<file path="src/rtl/spi_pkg.sv">
// Shared types and constants for the SPI register-bus responder.
//   spi_state_t      : frame decoder states
//   SPI_ADDR_W       : register address width (command byte minus R/W bit)
//   SPI_CMD_RW_BIT   : command byte bit selecting write (1) or read (0)
//   SPI_CMD_ADDR_MSB : top bit of the address field in the command byte
package spi_pkg;

    localparam int unsigned SPI_ADDR_W       = 7;
    localparam int unsigned SPI_CMD_RW_BIT   = 7;
    localparam int unsigned SPI_CMD_ADDR_MSB = 6;

    typedef enum logic [1:0] {
        SPI_IDLE  = 2'd0,
        SPI_CMD   = 2'd1,
        SPI_WRITE = 2'd2,
        SPI_READ  = 2'd3
    } spi_state_t;

endpackage

</file>
<file path="src/rtl/spi_sync.sv">
// N-stage synchronizer with registered edge pulses.
// Ports:
//   clk, reset : system clock, synchronous active-high reset
//   din        : asynchronous input
//   dout       : synchronized level
//   rise, fall : one-cycle pulses, STAGES+1 cycles after the pin edge
// The chain resets to 0, so a pin already low at reset release never
// produces a spurious falling edge.
module spi_sync #(
    parameter int unsigned STAGES = 2
) (
    input  logic clk,
    input  logic reset,
    input  logic din,
    output logic dout,
    output logic rise,
    output logic fall
);

    logic [STAGES-1:0] chain;
    logic              prev;

    // Synchronizer chain plus one history bit for edge detection.
    always_ff @(posedge clk) begin
        if (reset) begin
            chain <= '0;
            prev  <= 1'b0;
            rise  <= 1'b0;
            fall  <= 1'b0;
        end else begin
            chain <= {chain[STAGES-2:0], din};
            prev  <= chain[STAGES-1];
            rise  <= chain[STAGES-1] & ~prev;
            fall  <= ~chain[STAGES-1] & prev;
        end
    end

    assign dout = chain[STAGES-1];

endmodule

</file>
<file path="src/rtl/spi_slave.sv">
// SPI mode-0 responder bridging MCU frames onto a byte-wide register bus.
// Frame: command byte {rw, addr}, then data bytes; rw=1 writes, rw=0 reads.
// Ports:
//   clk_8mhz, reset : system clock, synchronous active-high reset
//   sck, fpga_cs, mosi, miso, miso_oe : SPI pins (CS active low)
//   reg_addr, reg_wdata, reg_wr, reg_rd, reg_rdata : register bus
//   busy        : frame in progress
//   frame_abort : one-cycle pulse when CS rises mid-byte
// Build option: SPI_SLAVE_ADDR_INC_EN enables per-byte address increment;
// without it the address stays at the command address (FIFO-port bursts).
module spi_slave
    import spi_pkg::*;
#(
    parameter int unsigned ADDR_W      = SPI_ADDR_W,
    parameter int unsigned SYNC_STAGES = 2
) (
    input  logic              clk_8mhz,
    input  logic              reset,
    input  logic              sck,
    input  logic              fpga_cs,
    input  logic              mosi,
    output logic              miso,
    output logic              miso_oe,
    output logic [ADDR_W-1:0] reg_addr,
    output logic [7:0]        reg_wdata,
    output logic              reg_wr,
    output logic              reg_rd,
    input  logic [7:0]        reg_rdata,
    output logic              busy,
    output logic              frame_abort
);

    localparam logic [1:0] ST_IDLE  = SPI_IDLE;
    localparam logic [1:0] ST_CMD   = SPI_CMD;
    localparam logic [1:0] ST_WRITE = SPI_WRITE;
    localparam logic [1:0] ST_READ  = SPI_READ;

`ifdef SPI_SLAVE_ADDR_INC_EN
    localparam logic ADDR_INC = 1'b1;
`else
    localparam logic ADDR_INC = 1'b0;
`endif

    logic                   sck_rise;
    logic                   sck_fall;
    logic                   unused_sck_lvl;
    logic                   cs_lvl;
    logic                   cs_rise;
    logic                   cs_fall;
    logic [SYNC_STAGES-1:0] mosi_q;
    logic                   mosi_s;

    logic [1:0]        state, state_next;
    logic [2:0]        bit_cnt, bit_cnt_next;
    logic [7:0]        rx, rx_next;
    logic [7:0]        tx, tx_next;
    logic              rd_pend, rd_pend_next;
    logic [ADDR_W-1:0] addr_next;
    logic [7:0]        wdata_next;
    logic              wr_next, rd_next, abort_next, busy_next, oe_next;
    logic [7:0]        rx_byte_c;
    logic              byte_done_c;

    spi_sync #(.STAGES(SYNC_STAGES)) u_sck_sync (
        .clk   (clk_8mhz),
        .reset (reset),
        .din   (sck),
        .dout  (unused_sck_lvl),
        .rise  (sck_rise),
        .fall  (sck_fall)
    );

    spi_sync #(.STAGES(SYNC_STAGES)) u_cs_sync (
        .clk   (clk_8mhz),
        .reset (reset),
        .din   (fpga_cs),
        .dout  (cs_lvl),
        .rise  (cs_rise),
        .fall  (cs_fall)
    );

    // mosi needs only a level synchronizer, matched in depth to sck.
    always_ff @(posedge clk_8mhz) begin
        if (reset) begin
            mosi_q <= '0;
        end else begin
            mosi_q <= {mosi_q[SYNC_STAGES-2:0], mosi};
        end
    end
    assign mosi_s = mosi_q[SYNC_STAGES-1];

    assign rx_byte_c   = {rx[6:0], mosi_s};
    assign byte_done_c = sck_rise && (bit_cnt == 3'd7);

    // State and datapath registers.
    always_ff @(posedge clk_8mhz) begin
        if (reset) begin
            state       <= ST_IDLE;
            bit_cnt     <= 3'd0;
            rx          <= 8'd0;
            tx          <= 8'd0;
            rd_pend     <= 1'b0;
            reg_addr    <= '0;
            reg_wdata   <= 8'd0;
            reg_wr      <= 1'b0;
            reg_rd      <= 1'b0;
            frame_abort <= 1'b0;
            busy        <= 1'b0;
            miso_oe     <= 1'b0;
        end else begin
            state       <= state_next;
            bit_cnt     <= bit_cnt_next;
            rx          <= rx_next;
            tx          <= tx_next;
            rd_pend     <= rd_pend_next;
            reg_addr    <= addr_next;
            reg_wdata   <= wdata_next;
            reg_wr      <= wr_next;
            reg_rd      <= rd_next;
            frame_abort <= abort_next;
            busy        <= busy_next;
            miso_oe     <= oe_next;
        end
    end

    // Next-state, bit counting, byte decode and TX shifter control.
    always_comb begin
        state_next   = state;
        bit_cnt_next = bit_cnt;
        rx_next      = rx;
        tx_next      = tx;
        rd_pend_next = reg_rd;
        addr_next    = reg_addr;
        wdata_next   = reg_wdata;
        wr_next      = 1'b0;
        rd_next      = 1'b0;
        abort_next   = 1'b0;

        if (state != ST_IDLE && sck_rise) begin
            rx_next      = rx_byte_c;
            bit_cnt_next = bit_cnt + 3'd1;
        end

        case (state)
            ST_IDLE: begin
                if (cs_fall) begin
                    state_next   = ST_CMD;
                    bit_cnt_next = 3'd0;
                    rx_next      = 8'd0;
                    tx_next      = 8'd0;
                end
            end
            ST_CMD: begin
                if (byte_done_c) begin
                    addr_next = ADDR_W'(rx_byte_c[SPI_CMD_ADDR_MSB:0]);
                    if (rx_byte_c[SPI_CMD_RW_BIT]) begin
                        state_next = ST_WRITE;
                    end else begin
                        state_next = ST_READ;
                        rd_next    = 1'b1;
                    end
                end
            end
            ST_WRITE: begin
                if (byte_done_c) begin
                    wdata_next = rx_byte_c;
                    wr_next    = 1'b1;
                end
            end
            ST_READ: begin
                if (byte_done_c) begin
                    rd_next = 1'b1;
                end
                // Counter 0 marks the byte boundary: hold bit 7 for the reload.
                if (sck_fall && bit_cnt != 3'd0) begin
                    tx_next = {tx[6:0], 1'b0};
                end
            end
            default: begin
                state_next = ST_IDLE;
            end
        endcase

        // Address advances only after the strobe that used it.
        if (reg_wr && ADDR_INC) begin
            addr_next = reg_addr + ADDR_W'(1);
        end
        if (rd_pend) begin
            tx_next = reg_rdata;
            if (ADDR_INC) begin
                addr_next = reg_addr + ADDR_W'(1);
            end
        end

        if (state != ST_IDLE && cs_rise) begin
            state_next = ST_IDLE;
            abort_next = (bit_cnt != 3'd0);
            tx_next    = 8'd0;
        end

        busy_next = (state_next != ST_IDLE) && !cs_lvl;
        oe_next   = busy_next;
    end

    assign miso = tx[7];

endmodule

</file>
<file path="config.mk">
export PLATFORM = sky130hd
export DESIGN_NAME = spi_slave
export DESIGN_NICKNAME = d
export VERILOG_FILES = /design/src/rtl/spi_pkg.sv /design/src/rtl/spi_sync.sv /design/src/rtl/spi_slave.sv
export SDC_FILE = /design/constraint.sdc
export NUM_CORES = 1
export LEC_CHECK = 0
export ABC_AREA = 1
export CORE_MARGIN = 2
export CORE_UTILIZATION = 55
export CTS_CLUSTER_DIAMETER = 150
export DETAILED_ROUTE_END_ITERATION = 8
export DONT_BUFFER_PORTS = 1
export GPL_TIMING_DRIVEN = 0
export PLACE_DENSITY = 0.73
export SLEW_MARGIN = 0
export SYNTH_ARGS = -nofsm -noshare
export SYNTH_HDL_FRONTEND = slang
export SYNTH_HIERARCHICAL = 1
export SYNTH_SLANG_ARGS = --single-unit
</file>
<file path="constraint.sdc">
create_clock -name clk_8mhz -period 1.3 [get_ports clk_8mhz]
set_input_delay 0.13 -clock clk_8mhz [delete_from_list [all_inputs] [get_ports clk_8mhz]]
set_output_delay 0.13 -clock clk_8mhz [all_outputs]
set_load 0.02 [all_outputs]
</file>
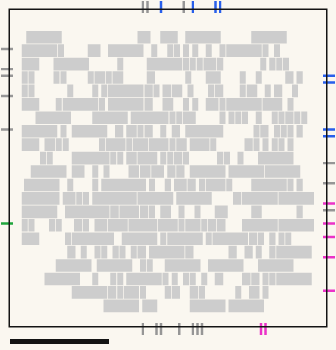
**Above:** pin map.
Scale bar: 20 um. Pins as bars across the die edge, other pins in grey.
- blue: reg_rdata (pins 8; direction input; edge 4 top, 4 right)
- green: mosi (pins 1; direction input; edge left)
- magenta: reg_addr (pins 7; direction output; edge 5 right, 2 bottom)
- all pins by edge: 12 right, 9 bottom, 7 top, 6 left
die height: 64.0 um
I/O Buffers: 0
die width: 64.0 um

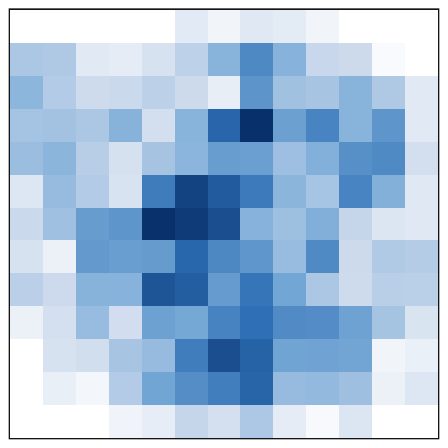
**Above:** signal metal coverage by tile.
13 x 13 tiles, from white (low) to dark blue (high), scaled to the fullest tile. Values are wire area over tile area, all layers added.
- emptiest ninth of the die: lower left
- tiles over half the peak: 30%
- densest ninth of the die: centre
- fullest tile: 0.41
- nearly empty tiles: 9.5%
- mean over tiles: 0.15
vias: 1603
GRT Overall Usage: 20.5%
Detailed Route WL: 3.77 mm
drt wl/cell: 11.7 um

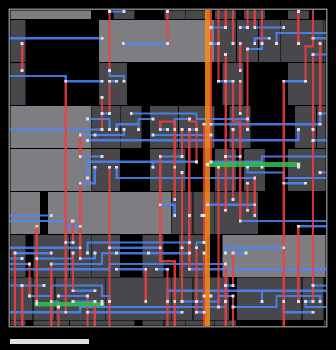
**Above:** a small window of the routed layout.
Scale bar: 5 um. Region (22, 35) to (42, 55) um. Cells in grey, sequential cells in the stronger grey; small squares are vias.
- red: M2
- orange: M4
- blue: M1
- green: M3
- most frequent: nand2_1 (7), nor2_1 (6), nand3_1 (4)
- netlist names of flops here include: state (2), tx (2)
- sequential cells in the window: 5
- cells with their middle in the window: 40

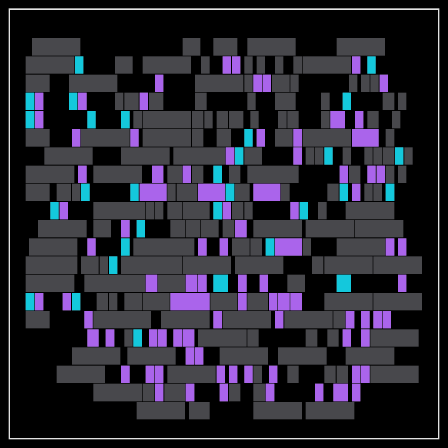
**Above:** selected gate families.
- purple: nor cells (cells 87; most used nor2_1; where all over the die)
- cyan: inv cells (cells 30; most used inv_1)

==> notes.md <==
run metrics: status=finished, final reports clean, Crit-path slowest cell=dfxtp_4, htree depth=2, clk_buf instances=7, buffers and inverters on the worst path=1, Seq pwr share=between 60% and 70%, sequential area share after synthesis=between 50% and 60%, Max-slew headroom=65.0%, Non-CTS inverters=30, largest power group=registers, Tap Cells=~46, Top cells excl fill/tap=nor2_1 (71), dfxtp_1 (47), nand2_1 (40), Worst Hold Path EP=tx[5], Mapped Cells=around 260, GP Congestion=around 0.76, WL met3=192 um, Total Neg Setup Slack=0 ps, Final HPWL DP=roughly 2.5 mm, top sig layer=met4, Setup WS pre-CTS=-209 ps, reg-to-reg slack, setup=20 ps, and-or/or-and share of the synthesized area=roughly 8.5%, area delta synth->final=14.8%, CP Class=flip-flop to flip-flop, Worst Hold Depth=4, Worst Setup End Kind=flip-flop, top cells by count=nor2_1 (75), dfxtp_1 (52), nand2_1 (42), top cells by area=dfxtp_1 (53%), nor2_1 (14%), nand2_1 (8.0%), combinational power=0.0872 mW, grt ovf=0, clk_skew=13.7 ps, critical path launch point=bit_cnt[0], floorplan net count=approximately 280, Fillers=between 200 and 300, CP max FO=7, Leak=1.02 nW, Post-Place Cell Area=a little over 2000 um^2, Clock transition at path regs=130 ps, post-synth top area share=a little over half, post-synth design cell area=between 1500 and 2000 um^2, vias in the first global route=around 1500, Worst R2R Path Depth=7, Core Region=roughly 3400 um^2, ys cells=about 260, layout cell share with drive strength beyond 1=~17%, non-clock buffer count=11, peak supply drop=around 720 uV, CP startpoint kind=flip-flop, Internal Power=1.86 mW, post-layout util=approximately 67%, buffering overhead=under 10%, dominant kind of cell=registers, non-filler cells in the finished layout=around 320, Post-CTS Repair Setup Buffers=2, Ant. Diodes=0, GRT met1 Usage=roughly 28%, overall power=roughly 2.4 mW, XOR Share, Synth=0%, full die area=between 4000 and 5000 um^2, root buf cell=clkbuf_4, clk buf depth=2, top flop regs=reg_wdata x8, tx x8, met2 usage=between 20% and 30%, PD cells=approximately 1100 nW/um^2, nets=slightly below 300, seq_cells=52, first-pass GRT wire length=about 6.5 mm, Cell Rows=21, Setup Viol. Count Final=0, largest net degree at the start of global routing=16, f_max=between 700 and 800 MHz, dominant cell type by area after synthesis=dfxtp_1, Ys Warns=6, YS chip area=just under 2000 um^2, Logic pwr share=~3.6%, fin. max-slew vios=0, shortest period the worst path allows=1280 ps, 1st-iter DRT viols=85, number of nets with antenna violations after routing=0, switch share=~23%, TritonRoute pass-1 iters=4, power in sequential cells=about 1.6 mW, busiest grt layer=met2, clk pwr=roughly 0.7 mW
Power figures rest on the tool's default switching activity, not on a simulated workload.
